===== config.mk =====
export PLATFORM = sky130hd
export DESIGN_NAME = imem_arbiter
export DESIGN_NICKNAME = d
export VERILOG_FILES = /design/src/rtl/imem_arb_pkg.sv /design/src/rtl/imem_arb_prio.sv /design/src/rtl/imem_arbiter.sv
export SDC_FILE = /design/constraint.sdc
export NUM_CORES = 1
export LEC_CHECK = 0
export CAP_MARGIN = 20
export CORE_AREA = 2 2 99 101
export CTS_BUF_LIST = sky130_fd_sc_hd__clkbuf_8
export CTS_CLUSTER_SIZE = 40
export DETAILED_ROUTE_END_ITERATION = 16
export DIE_AREA = 0 0 101 103
export GPL_TIMING_DRIVEN = 0
export PLACE_DENSITY = 0.74
export SLEW_MARGIN = 0
export SYNTH_ARGS = -nofsm -noshare
export SYNTH_HDL_FRONTEND = slang
export SYNTH_SLANG_ARGS = --single-unit

===== constraint.sdc =====
create_clock -name CLK -period 5.3 [get_ports CLK]
set_clock_uncertainty 0.1 [all_clocks]
set_input_delay 0.795 -clock CLK [delete_from_list [all_inputs] [get_ports CLK]]
set_output_delay 0.795 -clock CLK [all_outputs]
set_load 0.03 [all_outputs]

===== src/rtl/imem_arb_pkg.sv =====
// Shared types and address helpers for the instruction-memory arbiter.
package imem_arb_pkg;

  typedef enum logic [1:0] {
    OWN_NONE,
    OWN_FETCH,
    OWN_DATA,
    OWN_DERR
  } owner_t;

  localparam int STREAK_W = 4;

  // 34-bit limit so base + 4*size cannot wrap at the top of the address map
  function automatic logic in_range(input logic [31:0] addr,
                                    input logic [31:0] base,
                                    input logic [31:0] size);
    logic [33:0] lim;
    lim = {2'b00, base} + {size, 2'b00};
    return (addr >= base) && ({2'b00, addr} < lim);
  endfunction

  function automatic logic [31:0] byte_to_word(input logic [31:0] addr,
                                               input logic [31:0] base);
    return (addr - base) >> 2;
  endfunction

endpackage


===== src/rtl/imem_arb_prio.sv =====
// Per-cycle grant pick: data first, except fetch gets a turn once the data
// streak while fetch waits reaches MAX_DATA_STREAK.
module imem_arb_prio
  import imem_arb_pkg::*;
#(
  parameter int MAX_DATA_STREAK = 4
) (
  input  logic CLK,
  input  logic RST,
  input  logic f_req,
  input  logic d_req,
  output logic f_gnt,
  output logic d_gnt
);

  localparam logic [STREAK_W-1:0] STREAK_MAX = STREAK_W'(MAX_DATA_STREAK);

  logic [STREAK_W-1:0] streak;
  logic [STREAK_W-1:0] streak_nxt;
  logic                fetch_turn;

  assign fetch_turn = f_req && (streak == STREAK_MAX);
  assign d_gnt      = d_req && !fetch_turn;
  assign f_gnt      = f_req && !d_gnt;

  always_comb begin
    streak_nxt = streak;
    if (f_gnt || !f_req) begin
      streak_nxt = '0;
    end else if (d_gnt && (streak != STREAK_MAX)) begin
      streak_nxt = streak + 1'b1;
    end
  end

  always_ff @(posedge CLK or posedge RST) begin
    if (RST) begin
      streak <= '0;
    end else begin
      streak <= streak_nxt;
    end
  end

endmodule


===== src/rtl/imem_arbiter.sv =====
// Shares the single-port instruction memory between fetch and the data side;
// issue is combinational, read data returns one cycle later to its owner.
module imem_arbiter
  import imem_arb_pkg::*;
#(
  parameter logic [31:0] IMEM_BASE       = 32'h0000_0000,
  parameter int          IMEM_SIZE       = 32768,
  parameter int          ADDR_W          = 15,
  parameter int          MAX_DATA_STREAK = 4
) (
  input  logic              CLK,
  input  logic              RST,
  input  logic              f_req,
  input  logic [31:0]       f_addr,
  input  logic              f_kill,
  output logic              f_gnt,
  output logic              stall_IF,
  output logic              f_rvalid,
  output logic [31:0]       f_rdata,
  input  logic              d_req,
  input  logic              d_we,
  input  logic [31:0]       d_addr,
  input  logic [31:0]       d_wdata,
  input  logic [3:0]        d_wstrb,
  output logic              d_gnt,
  output logic              d_rvalid,
  output logic [31:0]       d_rdata,
  output logic              d_err,
  output logic              m_en,
  output logic [3:0]        m_we,
  output logic [ADDR_W-1:0] m_addr,
  output logic [31:0]       m_wdata,
  input  logic [31:0]       m_rdata
);

  logic        f_req_a;
  logic        d_req_a;
  logic        d_in;
  logic [31:0] f_word;
  logic [31:0] d_word;
  owner_t      owner;
  owner_t      owner_nxt;
  logic        kill;
  logic        kill_nxt;
  logic        was_write;
  logic        was_write_nxt;

  // Requests are masked in reset so every combinational output reads 0
  assign f_req_a = f_req && !RST;
  assign d_req_a = d_req && !RST;

  imem_arb_prio #(
    .MAX_DATA_STREAK(MAX_DATA_STREAK)
  ) u_prio (
    .CLK  (CLK),
    .RST  (RST),
    .f_req(f_req_a),
    .d_req(d_req_a),
    .f_gnt(f_gnt),
    .d_gnt(d_gnt)
  );

  assign stall_IF = f_req_a && !f_gnt;
  assign f_word   = byte_to_word(f_addr, IMEM_BASE);
  assign d_word   = byte_to_word(d_addr, IMEM_BASE);
  assign d_in     = in_range(d_addr, IMEM_BASE, 32'(IMEM_SIZE));

  always_comb begin
    m_en          = 1'b0;
    m_we          = 4'b0000;
    m_addr        = '0;
    m_wdata       = '0;
    owner_nxt     = OWN_NONE;
    kill_nxt      = 1'b0;
    was_write_nxt = 1'b0;
    if (d_gnt) begin
      was_write_nxt = d_we;
      if (d_in) begin
        m_en   = 1'b1;
        m_addr = ADDR_W'(d_word);
        if (d_we) begin
          m_we    = d_wstrb;
          m_wdata = d_wdata;
        end else begin
          owner_nxt = OWN_DATA;
        end
      end else begin
        owner_nxt = OWN_DERR;
      end
    end else if (f_gnt) begin
      // Truncation to ADDR_W wraps out-of-range fetches modulo the depth
      m_en      = 1'b1;
      m_addr    = ADDR_W'(f_word);
      owner_nxt = OWN_FETCH;
      kill_nxt  = f_kill;
    end
  end

  always_ff @(posedge CLK or posedge RST) begin
    if (RST) begin
      owner     <= OWN_NONE;
      kill      <= 1'b0;
      was_write <= 1'b0;
    end else begin
      owner     <= owner_nxt;
      kill      <= kill_nxt;
      was_write <= was_write_nxt;
    end
  end

  assign f_rvalid = (owner == OWN_FETCH) && !kill && !f_kill;
  assign f_rdata  = f_rvalid ? m_rdata : 32'h0;
  assign d_rvalid = (owner == OWN_DATA) || ((owner == OWN_DERR) && !was_write);
  assign d_rdata  = (owner == OWN_DATA) ? m_rdata : 32'h0;
  assign d_err    = (owner == OWN_DERR);

endmodule


Figure 1. Wiring heat map.
The bar under the picture is 20 um long. 20 x 21 tiles, from dark blue (low) to red (high), scaled to the fullest tile. Values are wire area over tile area, all layers added.
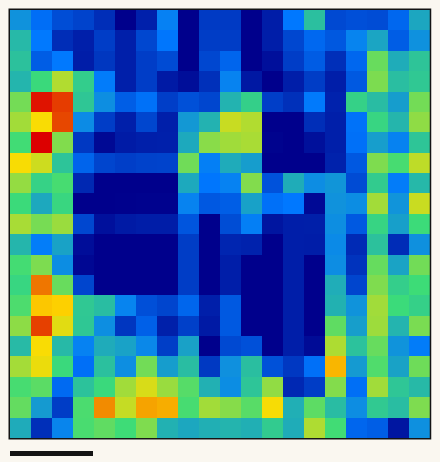
tiles over half the peak: 21%
fullest tile: 0.44
densest ninth of the die: bottom left
nearly empty tiles: 14%
emptiest ninth of the die: middle
mean over tiles: 0.13
routed len/inst: 15.0 um
DR vias: 2248
DRT Wirelength: 8.01 mm

Figure 2. Placement by cell class.
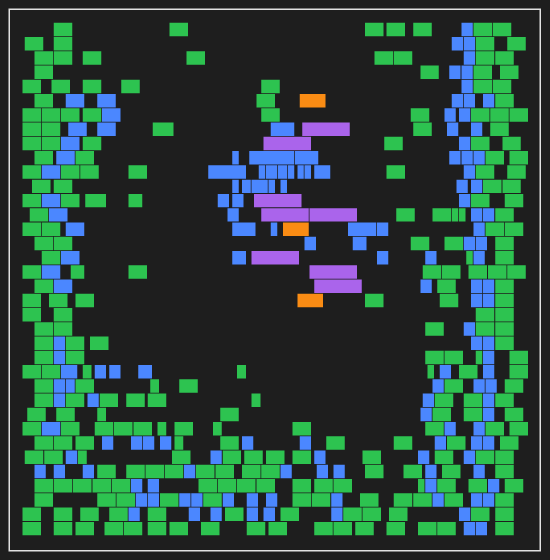
| class | color | cells |
|---|---|---|
| registers | purple | 8 |
| clock-net drivers | orange | 3 |
| remaining buffers and delay cells | green | 259 |
| remaining logic cells | blue | 149 |
Seq area share: 5.10%
post-route cell area: 0.00392 mm2
Util after Layout: 41.5%

Figure 3. Cells by drive strength.
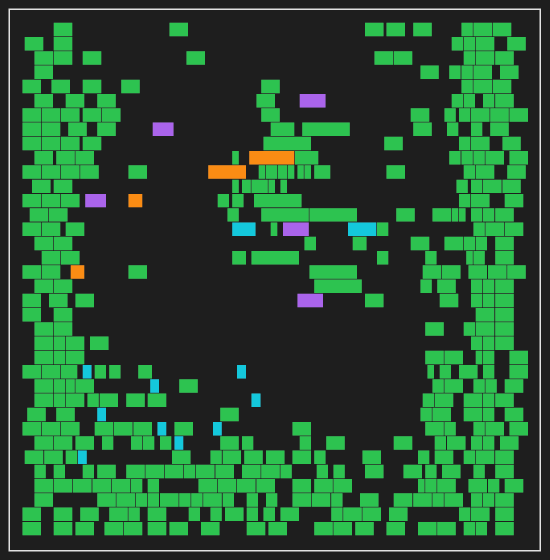
| size | color | cells | most used |
|---|---|---|---|
| x2 | cyan | 11 | buf_2 |
| x3 and x4 | orange | 4 | buf_4 |
| x6 and larger | purple | 5 | clkbuf_8 |
| x1 and smaller | green | 399 | clkdlybuf4s50_1 |

Figure 4. Track usage over the die.
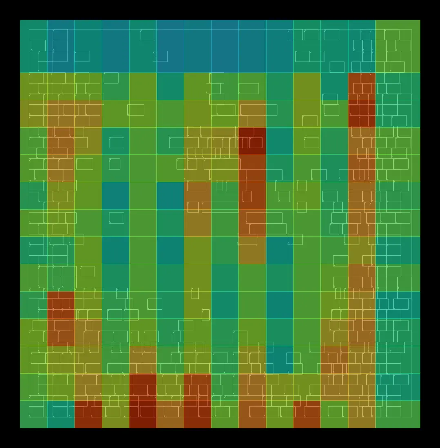
GR Layer Usage met1: 13.6%
total track usage: 14.1%

Figure 5. Placement density heat map.
The bar under the picture is 20 um long. 10 x 10 tiles, from dark blue (low) to red (high), 0 to 100% covered.
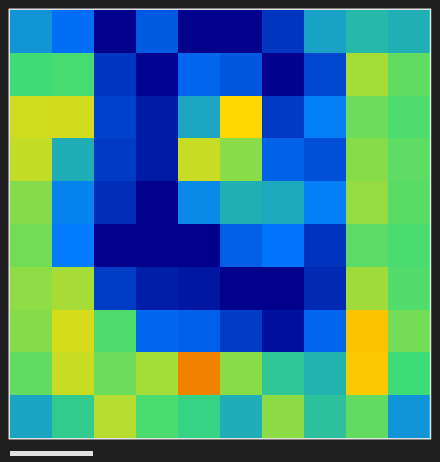
fullest tile: 85%
densest ninth of the die: bottom left
nearly empty tiles: 11%
core area: 0.00946 mm2
Starting Density: 14.1%

==> results.txt <==
run status - finished, final reports clean
setup tns final - 0 ns
CP Capture Type - output pin
Worst-Skew Late Latency - 0.23 ns
H-tree depth - 1
worst-margin pin slew - 0.645 ns
Worst Slack Setup Final - 1.34 ns
buffer share of cell area - 63.9%
CLK BUF - 3
cts repair resizes - 0
Final setup viols - 0
hold path cells - 1
Synth mux share - 0%
mapped cell area - 0.00134 mm2
Place WS - 1.31 ns
# placed instances - 530
Antenna Violating Nets Remaining - 0
Seq share, synth - 15.0%
CTS tree - yes
Post-Layout Cell Count - 533
Area growth, synth to finish - 193%
Worst setup startpoint - f_req
CP Max Fanout - 10
Largest type area fraction - 31.8%
antenna violations before repair - 0
ys cells - 176
FMAX - 253 MHz
Netlist cell types - 24
CTS sink count - 8
yosys synthesis chip area - 0.00134 mm2
Die ar. - 0.0104 mm2
Remaining DRCs - 0
Longest Clk Path Bufs - 2
die height - 103 um
FF/Latch Area - 200 um2
yosys simple share - 57.2%
Worst Hold End - u_prio.streak[0]$_DFFE_PP0P_
Synth top cells by count - and2_1, and3_1, a32o_1
#MultiIn Comb - 144
Iteration-0 DRC Markers - 23
data arrival time of the critical path - 3.06 ns
Worst R2R End - kill$_DFF_PP0_
Comb area - 0.00101 mm2
Async SR Flop Fraction - 100%
clk slew on worst S/H paths - 0.04 ns
crit path to - m_addr[13]
first-pass GRT wire length - 11.3 mm
XOR Share, Synth - 1.31%
WHS - 0.388 ns
Layout fillers - 939
Synth top cell by count - and2_1
fraction of layout cells with a size suffix above 1 - 4.77%
RR Startpoint - u_prio.streak[0]$_DFFE_PP0P_
vias in the first global route - 2227
IO buf count - 240
well tap count - 114
Main logic family - simple AND/OR/NAND/NOR gates
yosys adder share - 1.87%
bufs w/o clock - 259
number of buffers added for setup after CTS - 0
post-DP HPWL - 7.15 mm
hold path start - u_prio.streak[0]$_DFFE_PP0P_
startpoint types - input pin
combinational share of cell area - 25.8%
reg2reg path depth - 6
Leakage - 0.00163 uW
Final Max Tran Viols - 0
RSZ-0062 raised after global routing - false
dominant logic cell types in the final layout - clkdlybuf4s50_1, and2_1, and3_1, a32o_1, buf_2
pwr dens - 90.7 mW/mm2
FF-to-FF setup slack - 3.49 ns
Fin. Hold Viols - 0
I/O pin count - 260
pin count of the biggest net entering global routing - 11
flip-flops with a built-in enable - 0
MaxCap Viol Count - 0
mean post-synth cell area - 7.60 um2
dominant class by area - buffers
total grt overflow - 0
critical setup path kind - in2out
top cells by area - and2_1, and3_1, dfrtp_1
Yosys warnings - 0
dpl cell area - 0.00388 mm2
drt pass-1 iters - 4
Flops - 8
cycle use final - 74.6%
Worst slew margin - 56.9%
aoi share - 15.3%
Syn Nets - 316
Clock buf/inv share - 1.05%
nets - 561
Log Warnings - 46
CTS buffer count - 3
Inverters - 5
clk root buf - clkbuf_8
maximum vdd drop - 0.0305 mV
post-synthesis cell count - 176
number of core rows - 36
worst min path class - reg2reg
Pwr Total - 356 uW
synthesized flop and latch total - 8
Tmin final - 3.96 ns
CP Data Required Time - 4.41 ns
ANT cells - 0
Die W - 101 um
Synth area leader - and2_1
Post-synth top flop - dfrtp_1
hold_buf cts - 0
via/cell ratio - 4.22
most frequent logic cell in the layout - clkdlybuf4s50_1
RePlAce Congestion - 0.742
-- report_power, final --
group          internal, uW  switching (uW)
logic                   127            89.9
clock network          49.3            25.2
registers              63.1            1.35
total                   239             116
-- state kept, by name, indices dropped and copies added, names as in the netlist --
| register | flops |
|---|---|
| kill | 1 |
| owner | 2 |
| was_write | 1 |
| u_prio.streak | 4 |
-- layer usage --
| metal | part of all wire, % | GRT usage [%] | routed length [um] |
|---|---|---|---|
| met1 | 36 | 13.6 | 2850 |
| met2 | 52 | 29.2 | 4180 |
| met3 | 11 | 3.12 | 868 |
| met4 | 1.4 | 4.37 | 113 |
| met5 | 0 | 0 | 0 |
-- critical path, cell delays in order --
cell	delay, ns
clkdlybuf4s50_1	0.58
nand4b_4	0.16
a211oi_4	0.47
buf_6	0.23
a32o_1	0.15
clkdlybuf4s50_1	0.67
No activity file was given, so power comes from the tool's default toggle rates.
